**src/rtl/simulador_carga_baterias.sv**
```systemverilog
// Dual-battery pack model feeding the discharged-battery detector.
// Battery 1 feeds the load first; at empty the pack switches to battery 2,
// and with both empty it sits in AGOTADO until the charger restores
// battery 1 to UMBRAL_REARME. A prescaler sets the model time step.
// Optional build macro AUTODESCARGA_EN adds periodic self-discharge of
// the idle battery every AUTODESCARGA_PASOS steps.
module simulador_carga_baterias #(
   parameter int unsigned TICKS_POR_PASO = 50000000,
   parameter int unsigned CARGA_INICIAL  = 15,
   parameter int unsigned UMBRAL_REARME  = 4
`ifdef AUTODESCARGA_EN
   , parameter int unsigned AUTODESCARGA_PASOS = 8
`endif
) (
   input  logic       clk,
   input  logic       rst,
   input  logic       consumo,
   input  logic       cargador,
   output logic [3:0] carga_bateria1,
   output logic [3:0] carga_bateria2,
   output logic       bateria_activa,
   output logic       sin_energia,
   output logic       paso
);

   localparam int CW = $clog2(TICKS_POR_PASO);
   localparam logic [3:0] LLENA = 4'd15;
   localparam logic [3:0] VACIA = 4'd0;

   typedef enum logic [1:0] {USA_B1, USA_B2, AGOTADO} estado_t;

   estado_t        estado_q, estado_d;
   logic [CW-1:0]  cnt_q, cnt_d;
   logic           paso_q, paso_d;
   logic [3:0]     b1_q, b1_d;
   logic [3:0]     b2_q, b2_d;
   logic           activa_q, sin_q;
   logic           descarga;

`ifdef AUTODESCARGA_EN
   localparam int SW = (AUTODESCARGA_PASOS > 1) ? $clog2(AUTODESCARGA_PASOS) : 1;
   logic [SW-1:0]  pasos_q, pasos_d;
`endif

   // Next-state logic: prescaler, level updates and FSM transition on each step.
   always_comb begin
      // NOTE: every variable gets a default first so no path can infer a latch.
      cnt_d    = cnt_q + CW'(1);
      paso_d   = 1'b0;
      b1_d     = b1_q;
      b2_d     = b2_q;
      estado_d = estado_q;
      descarga = 1'b0;
`ifdef AUTODESCARGA_EN
      pasos_d  = pasos_q;
`endif
      if (cnt_q == CW'(TICKS_POR_PASO - 1)) begin
         cnt_d  = '0;
         paso_d = 1'b1;
`ifdef AUTODESCARGA_EN
         if (pasos_q == SW'(AUTODESCARGA_PASOS - 1)) begin
            pasos_d  = '0;
            // Charging takes precedence over self-discharge.
            descarga = !cargador;
         end else begin
            pasos_d  = pasos_q + SW'(1);
         end
`endif
         case (estado_q)
            USA_B1: begin
               if (consumo && b1_q != VACIA) b1_d = b1_q - 4'd1;
               if (cargador && b2_q != LLENA) b2_d = b2_q + 4'd1;
               else if (descarga && b2_q != VACIA) b2_d = b2_q - 4'd1;
               if (b1_d == VACIA) estado_d = (b2_d != VACIA) ? USA_B2 : AGOTADO;
            end
            USA_B2: begin
               if (consumo && b2_q != VACIA) b2_d = b2_q - 4'd1;
               if (cargador && b1_q != LLENA) b1_d = b1_q + 4'd1;
               else if (descarga && b1_q != VACIA) b1_d = b1_q - 4'd1;
               if (b2_d == VACIA) estado_d = AGOTADO;
            end
            AGOTADO: begin
               // Charger tops up battery 1 first, then battery 2.
               if (cargador) begin
                  if (b1_q != LLENA) b1_d = b1_q + 4'd1;
                  else if (b2_q != LLENA) b2_d = b2_q + 4'd1;
               end else if (descarga) begin
                  if (b1_q != VACIA) b1_d = b1_q - 4'd1;
                  if (b2_q != VACIA) b2_d = b2_q - 4'd1;
               end
               if (b1_d >= 4'(UMBRAL_REARME)) estado_d = USA_B1;
            end
            default: estado_d = USA_B1;
         endcase
      end
   end

   // State and output registers with synchronous reset.
   always_ff @(posedge clk) begin
      // NOTE: sequential state uses non-blocking assignments so every register
      // samples the pre-edge values regardless of statement order.
      if (rst) begin
         estado_q <= USA_B1;
         cnt_q    <= '0;
         paso_q   <= 1'b0;
         b1_q     <= 4'(CARGA_INICIAL);
         b2_q     <= 4'(CARGA_INICIAL);
         activa_q <= 1'b0;
         sin_q    <= 1'b0;
`ifdef AUTODESCARGA_EN
         pasos_q  <= '0;
`endif
      end else begin
         estado_q <= estado_d;
         cnt_q    <= cnt_d;
         paso_q   <= paso_d;
         b1_q     <= b1_d;
         b2_q     <= b2_d;
         // Status flags follow the registered state one cycle later.
         activa_q <= (estado_q == USA_B2);
         sin_q    <= (estado_q == AGOTADO);
`ifdef AUTODESCARGA_EN
         pasos_q  <= pasos_d;
`endif
      end
   end

   assign carga_bateria1 = b1_q;
   assign carga_bateria2 = b2_q;
   assign bateria_activa = activa_q;
   assign sin_energia    = sin_q;
   assign paso           = paso_q;

endmodule
```
**config.mk**
```make
export PLATFORM = sky130hd
export DESIGN_NAME = simulador_carga_baterias
export DESIGN_NICKNAME = d
export VERILOG_FILES = /design/src/rtl/simulador_carga_baterias.sv
export SDC_FILE = /design/constraint.sdc
export NUM_CORES = 1
export LEC_CHECK = 0
export ABC_CLOCK_PERIOD_IN_PS = 2700
export CORE_ASPECT_RATIO = 1.2
export CORE_MARGIN = 2
export CORE_UTILIZATION = 45
export CTS_BUF_LIST = sky130_fd_sc_hd__clkbuf_8 sky130_fd_sc_hd__clkbuf_16
export CTS_CLUSTER_DIAMETER = 30
export CTS_CLUSTER_SIZE = 10
export DETAILED_ROUTE_END_ITERATION = 8
export GPL_ROUTABILITY_DRIVEN = 0
export MAX_ROUTING_LAYER = met4
export PLACE_DENSITY = 0.66
export SKIP_LAST_GASP = 1
export SLEW_MARGIN = 20
export SYNTH_ARGS = -nofsm -noshare
export SYNTH_HDL_FRONTEND = slang
export SYNTH_SLANG_ARGS = --single-unit
```
**constraint.sdc**
```tcl
create_clock -name clk -period 2.7 [get_ports clk]
set_input_delay 0.675 -clock clk [delete_from_list [all_inputs] [get_ports clk]]
set_output_delay 0.675 -clock clk [all_outputs]
set_load 0.03 [all_outputs]
```
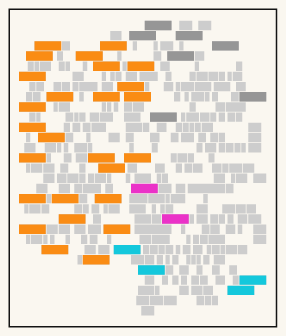
(run_1/flops_by_reg.png)
Other sequential cells in the stronger grey, the rest of the logic in the fainter grey.
colour	netlist name	flops
cyan	carga_bateria1	4
orange	cnt_q	26
magenta	estado_q	2
not coloured	7

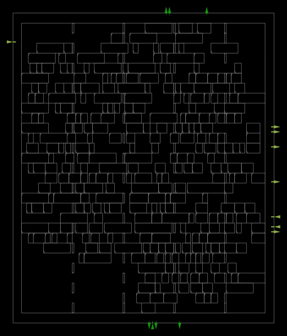
(run_1/placement.png)
Util after Layout: 0.527
# fillers: 506
flop count: 39

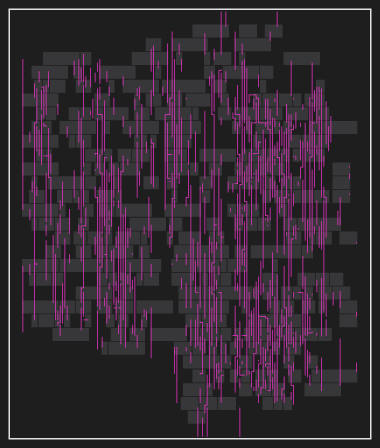
(run_1/layer_met2.png)
Cells faint in the background.
share of all routed wire	48%
main direction	vertical
longest straight run	38.8 um

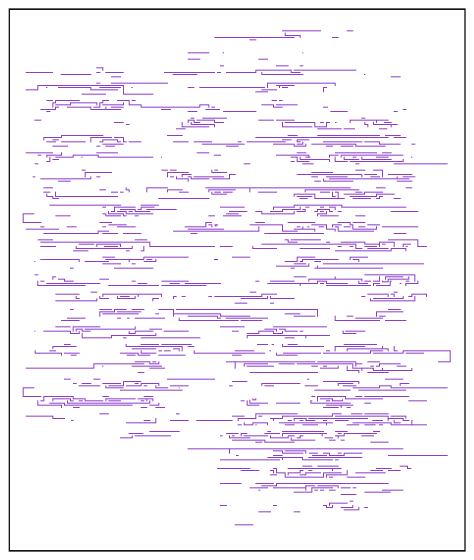
(run_1/layer_met1.png)
longest straight run	33.6 um
nets with wire on the layer	297
wire length on this layer	2520 um
share of all routed wire	44%

==> results_dict.tcl, run 1 <==
# implementation run metrics
set metrics [dict create \
    common_cells "dfxtp_1, nor2_1, nand2_1" \
    wl_met2_um 2710 \
    largest_reg_flops 26 \
    overflow 0 \
    p_seq_frac 0.569 \
    grt_use_met2 0.332 \
    worstSetupPathDepth 6 \
    period_used_share 0.924 \
    hold_violations 0 \
    endpoint "carga_bateria2[3]$_SDFFE_PP1P_" \
    reg2reg_from "cnt_q[0]$_SDFF_PP0_" \
    r2r_cells 6 \
    whs_endpoint "cnt_q[0]$_SDFF_PP0_" \
    clock_power_mw 0.394 \
    htreeDepth 2 \
    ir_drop_v 0.000311 \
    setup_slack_ns 0.206 \
    clock_latency_ns 0.30 \
    switching_share 0.242 \
    grt_usage 0.208 \
    comb_area_share 0.552 \
    lay_top_count "dfxtp_1" \
    numPortBuffers 14 \
    yosys_most_used_dff "dfxtp_1" \
    use_met3 0.0396 \
    grt.busiest_layer "met2" \
    cts_made_buffers 5 \
    largest_class "logic gates" \
    setup_viol 0 \
    p_comb_frac 0.044 \
    p_int_mw 0.773 \
    grt_max_degree 23 \
    crit_buf_inv 0 \
    antenna_found_initial 0 \
    seq_area_um2 781 \
    relSlewSlack 0.652 \
    clk_pin_slew_ns 0.09 \
    arrival_ns 2.68 \
    startpoint_type "register" \
    dpl.hpwl_um 4010 \
    hold_class "reg2reg" \
    largest_area_cell "dfxtp_1" \
    dp.cells 370 \
    design_area_um2 2760 \
    ys_sh_aoi 0.200 \
    holdPathStages 1 \
    inv_count 14 \
    vias_per_cell 5.93 \
    outcome "complete, no violations" \
    finalCriticalPeriod_ns 2.49 \
    synth-edff-count 0 \
    regMostFlops "cnt_q" \
    xor_share 0.0723 \
    crit_start "cnt_q[0]$_SDFF_PP0_" \
    min_from "cnt_q[0]$_SDFF_PP0_" \
    drive_above_1_share 0.0949 \
    grt_setup_unrepaired "no" \
    drv_cap 0 \
    ys_types 54 \
    warning_count 31 \
    p_leak_nw 1.02 \
    hold_buffers 0 \
    yosysMostFrequentCell "dfxtp_1" \
    power-top-group "registers" \
    rr_endpoint "carga_bateria2[3]$_SDFFE_PP1P_" \
    cts_tree "built" \
    yosys.area_share.adder 0.0465 \
    topCellsByArea "dfxtp_1, ha_1, nor2_1, xor2_1, a21oi_1" \
    grt_pass1_vias 2147 \
    fmax_ghz 0.401 \
    layout.nets 328 \
    slew_violations 0 \
    nNonClkBuffers 27 \
    yosys_area_um2 2420 \
    crit_family "simple AND/OR/NAND/NOR gates" \
    seq-power_mw 0.581 \
    mux_share 0.0129 \
    syn_avg_cell_area_um2 8.13 \
]
## Run 2: what changed since run 1
Settings changed: ABC_CLOCK_PERIOD_IN_PS 2700 to unset.
==> run 2 against run 1 <==
Compared with the run above: combinational power is essentially flat; clock power is essentially flat; total power is the same; synthesized area is the same; routed wire length is the same; sequential share of layout area is the same; worst setup slack is the same; synthesized cell count is the same; non-clock buffer count is the same; worst hold slack is the same; fmax is the same; first-iteration DRC count is the same; critical endpoint unchanged; largest cell class unchanged.
==> results_dict.tcl, run 2 <==
# implementation run metrics
set metrics [dict create \
    outcome "complete, no violations" \
    warning_count 31 \
    worst_ep_required_time_ns 2.88 \
    comb_area_share 0.552 \
    dpl.hpwl_um 4010 \
    ys_types 54 \
    fmax_ghz 0.401 \
    grt_use_met2 0.332 \
    common_cells "dfxtp_1, nor2_1, nand2_1" \
    crit_buf_inv 0 \
    numPortBuffers 14 \
    grt.busiest_layer "met2" \
    wl_met2_um 2710 \
    yosysMostFrequentCell "dfxtp_1" \
    inv_count 14 \
    fillers 506 \
    power-top-group "registers" \
    seq_area_um2 781 \
    cts_tree "built" \
    synth-edff-count 0 \
    vias_per_cell 5.93 \
    yosys_area_um2 2420 \
    yosys.area_share.adder 0.0465 \
    arrival_ns 2.68 \
    rr_endpoint "carga_bateria2[3]$_SDFFE_PP1P_" \
    relSlewSlack 0.652 \
    grt_usage 0.208 \
    synth.top_cell.area_share 0.322 \
    grt_setup_unrepaired "no" \
    switching_share 0.242 \
    ir_drop_v 0.000311 \
    dr_total_vias 2243 \
    reg2reg_from "cnt_q[0]$_SDFF_PP0_" \
    dp.cells 370 \
    p_comb_frac 0.044 \
    p_seq_frac 0.569 \
    finalCriticalPeriod_ns 2.49 \
    nNonClkBuffers 27 \
    htreeDepth 2 \
    hold_class "reg2reg" \
    largest_reg_flops 26 \
    ys_sh_aoi 0.200 \
    antenna_found_initial 0 \
    holdPathStages 1 \
    cts_made_buffers 5 \
    layout.nets 328 \
    grt_pass1_vias 2147 \
    crit_start "cnt_q[0]$_SDFF_PP0_" \
    topCellsByArea "dfxtp_1, ha_1, nor2_1, xor2_1, a21oi_1" \
    whs_endpoint "cnt_q[0]$_SDFF_PP0_" \
    syn_avg_cell_area_um2 8.13 \
    period_used_share 0.924 \
    use_met3 0.0396 \
    largest_area_cell "dfxtp_1" \
    regMostFlops "cnt_q" \
    mux_share 0.0129 \
    clk_pin_slew_ns 0.09 \
    clock_latency_ns 0.30 \
    clock_power_mw 0.394 \
    slew_violations 0 \
    worstSetupPathDepth 6 \
    overflow 0 \
    hold_violations 0 \
    flop-count 39 \
    setup_slack_ns 0.206 \
    p_int_mw 0.773 \
]
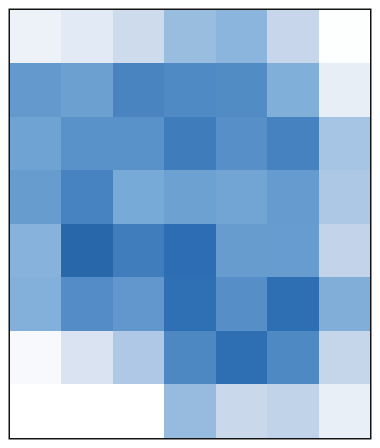
(run_2/cell_density.png)
7 x 8 tiles, from white (low) to dark blue (high), 0 to 100% covered.
tiles over 75% full	3.6%
mean over tiles	45%
emptiest ninth of the die	lower left
fullest tile	78%
nearly empty tiles	7.1%

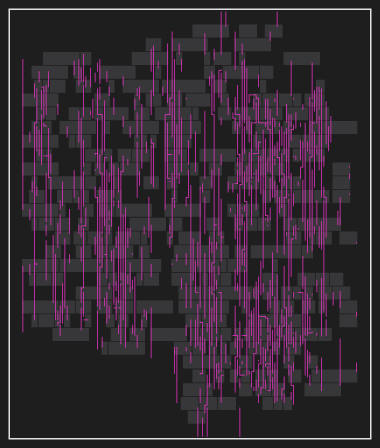
(run_2/layer_met2.png)
Cells faint in the background.
share of all routed wire	48%
longest straight run	38.8 um
wire length on this layer	2710 um
main direction	vertical
nets with wire on the layer	260

## Run 3: what changed since run 2
Settings changed: PLACE_DENSITY 0.66 to 0.78.
==> run 3 against run 2 <==
Compared with the run above: clock skew grew 0.0038 ns; largest cell class unchanged; highest routed layer unchanged; final area grew 1.9%; global-route usage up 0.23 points; fmax shrank 1.2%; final cell count stayed put; sequential power is essentially flat; synthesized area is the same.
==> results_dict.tcl, run 3 <==
# implementation run metrics
set metrics [dict create \
    setup_slack_ns 0.176 \
    htreeDepth 2 \
    slew_violations 0 \
    finalCriticalPeriod_ns 2.52 \
    startpoint_type "register" \
    clock_power_mw 0.571 \
    hold_class "reg2reg" \
    xor_share 0.0723 \
    p_seq_frac 0.486 \
    setup_viol 0 \
    lay_top_count "dfxtp_1" \
    largest_area_cell "dfxtp_1" \
    outcome "complete, no violations" \
    reg2reg_from "carga_bateria2[1]$_SDFFE_PP1P_" \
    ys_types 54 \
    rr_endpoint "estado_q[1]$_SDFFE_PP0P_" \
    r2r_cells 7 \
    grt_max_degree 23 \
    grt_usage 0.210 \
    numPortBuffers 14 \
    endpoint "estado_q[1]$_SDFFE_PP0P_" \
    wl_met2_um 2770 \
    drv_cap 0 \
    p_leak_nw 1.05 \
    crit_start "carga_bateria2[1]$_SDFFE_PP1P_" \
    antenna_found_initial 0 \
    arrival_ns 2.71 \
    design_area_um2 2810 \
    worstSetupPathDepth 7 \
    switching_share 0.197 \
    p_int_mw 0.962 \
    hold_violations 0 \
    ys_sh_aoi 0.200 \
    dp.cells 370 \
    flop-count 39 \
    grt_pass1_vias 2244 \
    yosys_area_um2 2420 \
    grt_use_met2 0.331 \
    nNonClkBuffers 27 \
    cts_made_buffers 5 \
    grt.busiest_layer "met2" \
    fmax_ghz 0.396 \
]
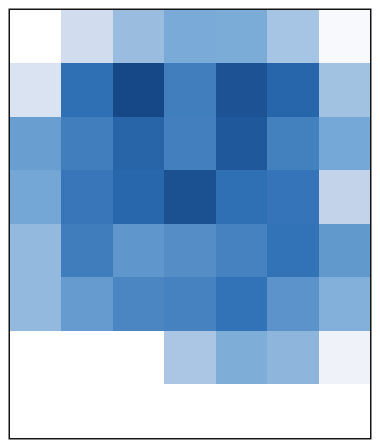
(run_3/cell_density.png)
7 x 8 tiles, from white (low) to dark blue (high), 0 to 100% covered.
tiles over 75% full	13%
nearly empty tiles	20%
fullest tile	91%
mean over tiles	46%
densest ninth of the die	centre

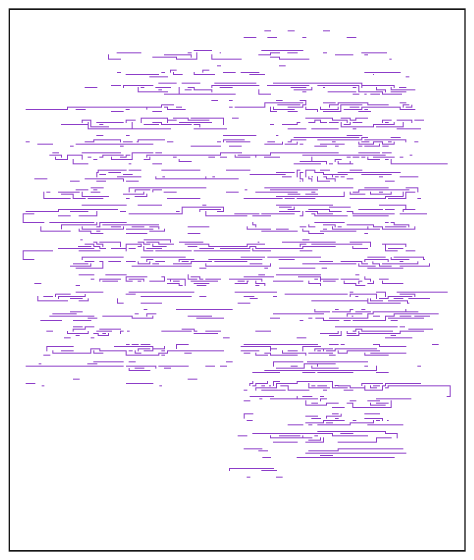
(run_3/layer_met1.png)
nets with wire on the layer	303
longest straight run	17.5 um
share of all routed wire	43%

Power figures rest on the tool's default switching activity, not on a simulated workload.
